## src/rtl/store_align_buffer_if.sv

```systemverilog
// Store request / memory write bundle for store_align_buffer.
// The slave side is the buffer; the master side is execute plus the memory port.
interface store_align_buffer_if #(
  parameter int DATA_W = 32,
  parameter int ADDR_W = 32
);
  localparam int BYTES = DATA_W / 8;

  logic              req_valid;
  logic              req_ready;
  logic [ADDR_W-1:0] req_addr;
  logic [DATA_W-1:0] req_data;
  logic [2:0]        req_funct3;
  logic              store_err;
  logic              mem_write;
  logic [ADDR_W-1:0] mem_address;
  logic [DATA_W-1:0] mem_wdata;
  logic [BYTES-1:0]  mem_byte_enable;
  logic              mem_resp;
  logic              empty;

  modport master (
    output req_valid, req_addr, req_data, req_funct3, mem_resp,
    input  req_ready, store_err, mem_write, mem_address, mem_wdata,
           mem_byte_enable, empty
  );

  modport slave (
    input  req_valid, req_addr, req_data, req_funct3, mem_resp,
    output req_ready, store_err, mem_write, mem_address, mem_wdata,
           mem_byte_enable, empty
  );
endinterface

```

## src/rtl/store_align_buffer.sv

```systemverilog
// Store-path aligner: queues sb/sh/sw/sd stores as lane-aligned entries and
// issues them as one or two held memory writes (two when crossing a word).
module store_align_buffer #(
  parameter int DATA_W = 32,
  parameter int DEPTH  = 4,
  parameter int ADDR_W = 32
) (
  input  logic                 clk,
  input  logic                 rst_n,
  store_align_buffer_if.slave  bus
);
  localparam int BYTES = DATA_W / 8;
  localparam int OFS_W = $clog2(BYTES);
  localparam int PTR_W = $clog2(DEPTH);
  localparam int CNT_W = $clog2(DEPTH + 1);

  typedef enum logic [1:0] {IDLE, LO, HI} state_e;

  typedef struct packed {
    logic [ADDR_W-1:0]   base;
    logic [2*DATA_W-1:0] data;
    logic [2*BYTES-1:0]  mask;
  } entry_t;

  entry_t            fifo_q [DEPTH];
  state_e            state_q, state_d;
  logic [CNT_W-1:0]  count_q, count_d;
  logic [PTR_W-1:0]  wr_ptr_q, rd_ptr_q;
  logic              mem_write_q, mem_write_d;
  logic [ADDR_W-1:0] mem_address_q, mem_address_d;
  logic [DATA_W-1:0] mem_wdata_q, mem_wdata_d;
  logic [BYTES-1:0]  mem_be_q, mem_be_d;
  logic              store_err_q, store_err_d;

  logic              req_ready, accept, unsupported, push_en, pop, finish, remain;
  logic [BYTES-1:0]  size_mask;
  logic [DATA_W-1:0] data_m;
  logic [OFS_W-1:0]  ofs;
  entry_t            push_entry, head, next_e;

  assign req_ready   = (count_q != CNT_W'(DEPTH));
  assign unsupported = bus.req_funct3[2] || ((1 << bus.req_funct3[1:0]) > BYTES);
  assign accept      = bus.req_valid && req_ready;
  assign push_en     = accept && !unsupported;
  assign store_err_d = accept && unsupported;

  // Build the double-width shifted word and mask for the incoming store.
  // NOTE: every always_comb output gets a default first, otherwise a missed branch infers a latch.
  always_comb begin
    size_mask = '0;
    data_m    = '0;
    for (int i = 0; i < BYTES; i++) begin
      size_mask[i]    = (i < (1 << bus.req_funct3[1:0]));
      data_m[i*8 +: 8] = size_mask[i] ? bus.req_data[i*8 +: 8] : 8'h00;
    end
    ofs             = bus.req_addr[OFS_W-1:0];
    push_entry.base = {bus.req_addr[ADDR_W-1:OFS_W], {OFS_W{1'b0}}};
    push_entry.data = {{DATA_W{1'b0}}, data_m} << {ofs, 3'b000};
    push_entry.mask = {{BYTES{1'b0}}, size_mask} << ofs;
  end

  assign head   = fifo_q[rd_ptr_q];
  // After popping the last queued entry, a same-cycle push is issued directly.
  assign next_e = (count_q > CNT_W'(1)) ? fifo_q[rd_ptr_q + PTR_W'(1)] : push_entry;
  assign remain = (count_q > CNT_W'(1)) || push_en;

  always_comb begin
    state_d       = state_q;
    pop           = 1'b0;
    finish        = 1'b0;
    mem_address_d = mem_address_q;
    mem_wdata_d   = mem_wdata_q;
    mem_be_d      = mem_be_q;
    unique case (state_q)
      IDLE: if (count_q != '0) begin
        state_d       = LO;
        mem_address_d = head.base;
        mem_wdata_d   = head.data[DATA_W-1:0];
        mem_be_d      = head.mask[BYTES-1:0];
      end
      LO: if (bus.mem_resp) begin
        if (|head.mask[2*BYTES-1:BYTES]) begin
          state_d       = HI;
          mem_address_d = head.base + ADDR_W'(BYTES);
          mem_wdata_d   = head.data[2*DATA_W-1:DATA_W];
          mem_be_d      = head.mask[2*BYTES-1:BYTES];
        end else begin
          finish = 1'b1;
        end
      end
      HI: finish = bus.mem_resp;
      default: state_d = IDLE;
    endcase
    if (finish) begin
      pop = 1'b1;
      if (remain) begin
        state_d       = LO;
        mem_address_d = next_e.base;
        mem_wdata_d   = next_e.data[DATA_W-1:0];
        mem_be_d      = next_e.mask[BYTES-1:0];
      end else begin
        state_d = IDLE;
      end
    end
    mem_write_d = (state_d != IDLE);
    count_d     = count_q + CNT_W'(push_en) - CNT_W'(pop);
  end

  // NOTE: state registers use non-blocking assignment so every flop samples pre-edge values.
  always_ff @(posedge clk or negedge rst_n) begin
    if (!rst_n) begin
      state_q       <= IDLE;
      count_q       <= '0;
      wr_ptr_q      <= '0;
      rd_ptr_q      <= '0;
      mem_write_q   <= 1'b0;
      mem_address_q <= '0;
      mem_wdata_q   <= '0;
      mem_be_q      <= '0;
      store_err_q   <= 1'b0;
    end else begin
      state_q       <= state_d;
      count_q       <= count_d;
      wr_ptr_q      <= wr_ptr_q + PTR_W'(push_en);
      rd_ptr_q      <= rd_ptr_q + PTR_W'(pop);
      mem_write_q   <= mem_write_d;
      mem_address_q <= mem_address_d;
      mem_wdata_q   <= mem_wdata_d;
      mem_be_q      <= mem_be_d;
      store_err_q   <= store_err_d;
    end
  end

  // NOTE: entry storage is not reset; count_q alone decides which entries are valid.
  always_ff @(posedge clk) begin
    if (push_en) fifo_q[wr_ptr_q] <= push_entry;
  end

  assign bus.req_ready       = req_ready;
  assign bus.store_err       = store_err_q;
  assign bus.mem_write       = mem_write_q;
  assign bus.mem_address     = mem_address_q;
  assign bus.mem_wdata       = mem_wdata_q;
  assign bus.mem_byte_enable = mem_be_q;
  assign bus.empty           = (count_q == '0);
endmodule

```

## src/flat_wrapper.sv

```systemverilog
// flat-port wrapper written by rule: the top's interface ports become plain ports
module store_align_buffer_flat 
#(
  parameter int DATA_W = 32,
  parameter int DEPTH  = 4,
  parameter int ADDR_W = 32
)
  (clk, rst_n, bus_req_valid, bus_req_addr, bus_req_data, bus_req_funct3, bus_mem_resp, bus_req_ready, bus_store_err, bus_mem_write, bus_mem_address, bus_mem_wdata, bus_mem_byte_enable, bus_empty);
  store_align_buffer_if #(.DATA_W(DATA_W), .ADDR_W(ADDR_W)) bus_i ();
  input  logic clk;
  input  logic rst_n;
  input wire logic [$bits(bus_i.req_valid)-1:0] bus_req_valid;
  input wire logic [$bits(bus_i.req_addr)-1:0] bus_req_addr;
  input wire logic [$bits(bus_i.req_data)-1:0] bus_req_data;
  input wire logic [$bits(bus_i.req_funct3)-1:0] bus_req_funct3;
  input wire logic [$bits(bus_i.mem_resp)-1:0] bus_mem_resp;
  output wire logic [$bits(bus_i.req_ready)-1:0] bus_req_ready;
  output wire logic [$bits(bus_i.store_err)-1:0] bus_store_err;
  output wire logic [$bits(bus_i.mem_write)-1:0] bus_mem_write;
  output wire logic [$bits(bus_i.mem_address)-1:0] bus_mem_address;
  output wire logic [$bits(bus_i.mem_wdata)-1:0] bus_mem_wdata;
  output wire logic [$bits(bus_i.mem_byte_enable)-1:0] bus_mem_byte_enable;
  output wire logic [$bits(bus_i.empty)-1:0] bus_empty;
  assign bus_i.req_valid = bus_req_valid;
  assign bus_i.req_addr = bus_req_addr;
  assign bus_i.req_data = bus_req_data;
  assign bus_i.req_funct3 = bus_req_funct3;
  assign bus_i.mem_resp = bus_mem_resp;
  assign bus_req_ready = bus_i.req_ready;
  assign bus_store_err = bus_i.store_err;
  assign bus_mem_write = bus_i.mem_write;
  assign bus_mem_address = bus_i.mem_address;
  assign bus_mem_wdata = bus_i.mem_wdata;
  assign bus_mem_byte_enable = bus_i.mem_byte_enable;
  assign bus_empty = bus_i.empty;
  store_align_buffer #(.DATA_W(DATA_W), .DEPTH(DEPTH), .ADDR_W(ADDR_W)) u_core (.clk(clk), .rst_n(rst_n), .bus(bus_i));
endmodule
```

## config.mk

```make
export PLATFORM = sky130hd
export DESIGN_NAME = store_align_buffer_flat
export DESIGN_NICKNAME = d
export VERILOG_FILES = /design/src/rtl/store_align_buffer_if.sv /design/src/rtl/store_align_buffer.sv /design/src/flat_wrapper.sv
export SDC_FILE = /design/constraint.sdc
export NUM_CORES = 1
export LEC_CHECK = 0
export ABC_AREA = 1
export CAP_MARGIN = 5
export CORE_MARGIN = 5
export CORE_UTILIZATION = 23
export CTS_CLUSTER_DIAMETER = 150
export DETAILED_ROUTE_END_ITERATION = 7
export PLACE_DENSITY = 0.41
export RECOVER_POWER = 25
export SYNTH_ARGS = -nofsm -noshare
export SYNTH_HDL_FRONTEND = slang
export SYNTH_SLANG_ARGS = --single-unit
```

## constraint.sdc

```tcl
create_clock -name clk -period 8.98 [get_ports clk]
set_input_delay 1.347 -clock clk [delete_from_list [all_inputs] [get_ports clk]]
set_output_delay 1.347 -clock clk [all_outputs]
set_load 0.005 [all_outputs]
```

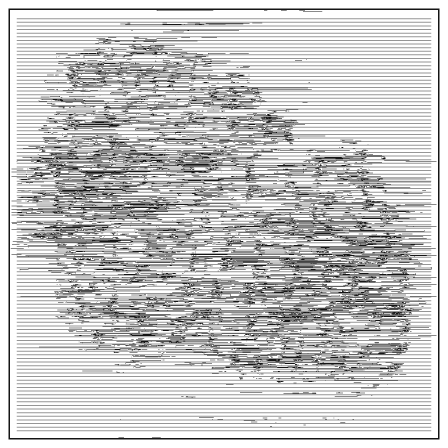
Figure 1: run 1, signal wires on met1.
Supply wires on this layer in gray.
- nets with wire on the layer: 2391
- share of all routed wire: 46%

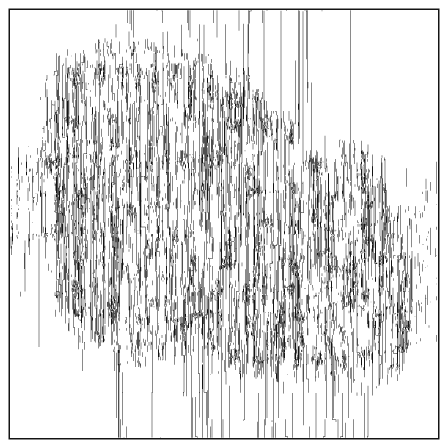
Figure 2: run 1, met2 routing.
- main direction: vertical
- wire length on this layer: 38.6 mm

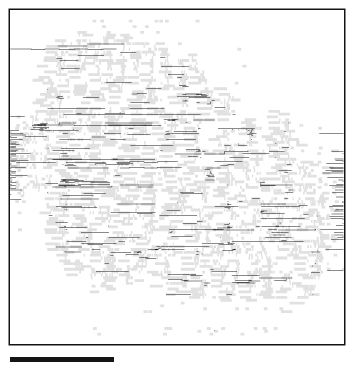
Figure 3: run 1, signal wires on met3.
Scale bar: 100 µm.
- longest straight run: 132 µm
- wire length on this layer: 4940 µm
- share of all routed wire: 5.9%
- nets with wire on the layer: 226
- main direction: horizontal

==> reports/results.txt, run 1 <==
Clock Power -> 2.11 mW
Status -> finished, violations left
Max Cap Viol -> 3
Clk sink count -> 451
CP max stage cell -> clkbuf_1
Reg area -> 13150 µm²
Top sig layer -> met4
Top FF cell, synth -> edfxtp_1
Cell type with the largest total area -> edfxtp_1
Combinational group power -> 4.28 mW
Worst Path Required -> 8.64 ns
Startpoint Class -> primary input
First-pass GRT wire length -> 124.0 mm
Final worst slack -> 2.844 ns
Placed cells -> 3720
Non-filler cells, final -> 3813
Rel. slew slack -> -109.4%
Crit path arrival time -> 5.80 ns
RSZ-0062 raised after global routing -> false
Initial antenna violation count -> 3
Violated checks -> max-capacitance violations, max-slew violations
Yosys Warn Count -> 0
Yosys stat area -> 22400 µm²
Cell depth of the worst setup path -> 2
Final Max Tran Viols -> 117
Logic inverters -> 274
Dominant cell area share -> 49.87%
GRT Util Overall -> 15.75%
Die Width -> 322.1 µm
Int Power -> 5.170 mW
Mapped Nets -> 2489
Final total power -> 9.302 mW
Die Ht -> 322.1 µm
Clk tree area frac -> 6.317%
Total Wirelength -> 84.01 mm
Layout Utilization -> 27.61%
Seq/Total Area, Yosys -> 58.69%
Min cycle time layout -> 6.136 ns
Gate power share -> 46.0%
Insertion Delay late pin -> 0.63 ns
Setup violations, final -> 0
run 1: Yosys cell counts (all sizes together), types with 23 or more instances:
| library cell | instances |
|---|---|
| nand2 | 601 |
| edfxtp | 372 |
| inv | 270 |
| nor2 | 257 |
| o21ai | 181 |
| a21oi | 117 |
| o22ai | 104 |
| nand3 | 85 |
| dfrtp | 79 |
| buf | 71 |
| clkbuf | 64 |
| a31oi | 32 |
| a221oi | 31 |
| o221ai | 23 |
run 1: sequential cells by signal (all words and copies together) (netlist names):
register,cells
u_core.count_q,3
u_core.bus.mem_write,1
u_core.bus.mem_byte_enable,4
u_core.wr_ptr_q,2
u_core.rd_ptr_q,2
u_core.bus.mem_wdata,32
u_core.fifo_q,372
u_core.bus.store_err,1
u_core.bus.mem_address,32
u_core.state_q,2
## Run 2: what changed since run 1
- clock period: 8.98 -> 6.3 ns (I/O delays scaled with it)
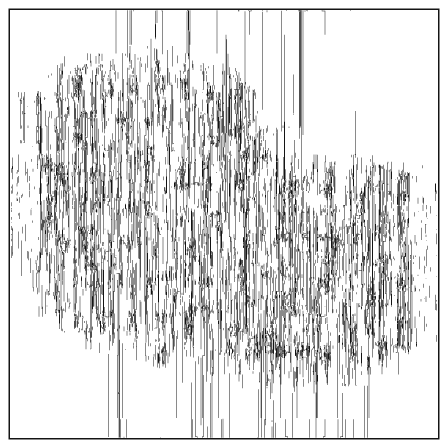
Figure 4: run 2, met2 routing.
- main direction: vertical
- longest straight run: 135 µm

==> reports/results.txt, run 2 <==
Clock Power -> 3.00 mW
Setup violations, final -> 0
Gate power share -> 46.3%
Insertion Delay late pin -> 0.62 ns
Clk sink count -> 451
Die Ht -> 322.1 µm
Startpoint Class -> primary input
Mapped Nets -> 2489
Die Width -> 322.1 µm
Yosys Warn Count -> 0
RSZ-0062 raised after global routing -> false
Post-synth top cells -> 591 x nand2_1, 372 x edfxtp_1, 261 x inv_1, 246 x nor2_1, 165 x o21ai_0
Seq/Total Area, Yosys -> 58.69%
Placed cells -> 3723
Combinational group power -> 6.15 mW
Most common cell in the netlist -> nand2_1
Largest register by flop count -> u_core.fifo_q
First-pass GRT wire length -> 122.0 mm
Status -> finished, violations left
Worst Path Required -> 6.65 ns
Yosys stat area -> 22400 µm²
Top FF cell, synth -> edfxtp_1
GRT Util Overall -> 15.60%
Dominant cell area share -> 49.87%
Max Cap Viol -> 4
Initial antenna violation count -> 6
Rel. slew slack -> -94.91%
Int Power -> 7.431 mW
Final worst slack -> 1.572 ns
Non-filler cells, final -> 3819
Final Max Tran Viols -> 141
Violated checks -> max-capacitance violations, max-slew violations
run 2: cell counts after synthesis:
Identical to the previous run, type by type.
run 2: critical path, cell delays in order:
cell and delay [ns]:
dlygate4sd3_1 0.52, clkbuf_1 1.10, clkinv_1 0.26, clkbuf_1 0.74, nor2_1 0.72, inv_1 0.31, nor2_1 0.44
run 2: routing by layer:
metal	wire, µm	global-route usage (%)	vias to the layer above
met5	0	0	-
met4	1482	3.440	0
met3	4828	2.174	98
met2	38870	25.72	639
met1	38340	21.92	9045
li1	-	-	8444
run 2: cells by family after synthesis:
group / count (synthesis) / share of synthesized area, %
xor+xnor: 5 / 0.1955
simple gates: 976 / 17.51
compound gates: 552 / 15.09
flops: 451 / 58.69
buf+inv: 409 / 7.764
mux: 1 / 0.04468
fa+ha+maj: 12 / 0.7037
## Run 3: what changed since run 2
- PLACE_DENSITY: 0.41 -> 0.42
- clock period: 6.3 -> 4 ns (I/O delays scaled with it)
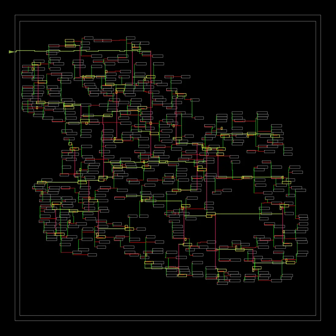
Figure 5: run 3, clock routing.
flop count: 451
Clock Power: 4.50 mW

==> reports/results.txt, run 3 <==
RSZ-0062 raised after global routing -> false
Total Wirelength -> 81.60 mm
Worst Path Required -> 4.48 ns
GR Layer Usage met1 -> 21.55%
Met3 WL -> 4.171 mm
Status -> finished, violations left
Post-synth top cells -> 591 x nand2_1, 372 x edfxtp_1, 261 x inv_1, 246 x nor2_1, 165 x o21ai_0
CP max stage cell -> dfrtp_4
Crit path buf inv count -> 4
Setup violations, final -> 0
Layout Utilization -> 27.85%
Violated checks -> max-capacitance violations, max-slew violations
Metal-1 WL -> 37.93 mm
Most common cell in the netlist -> nand2_1
Placed cells -> 3747
Max reg flops -> 372
Crit-path leading delay family -> flip-flops
Non-filler cells, final -> 3844
Yosys Warn Count -> 0
Final Max Tran Viols -> 38
Max Cap Viol -> 1
GRT Util Overall -> 15.27%
==> run 3: cell counts after synthesis <==
Identical to the previous run, type by type.
==> run 3: cell families after synthesis <==
logic type               after synthesis  share of synthesized area [%]
AND-OR/OR-AND                        552                          15.09
flip-flops                           451                          58.69
buffers and inverters                409                          7.764
XOR/XNOR                               5                         0.1955
adder cells (fa/ha/maj)               12                         0.7037
AND/OR/NAND/NOR                      976                          17.51
multiplexers                           1                        0.04468
==> run 3: cell type report <==
class,count,share of cell area (%)
inverters,274,3.833
clock inverters,33,0.8920
well taps,1276,5.928
diodes,1,0.009292
multi-input cells,1546,28.23
repair buffers,200,7.322
clock buffers,63,4.943
flip-flops and latches,451,48.84
Power figures rest on the tool's default switching activity, not on a simulated workload.
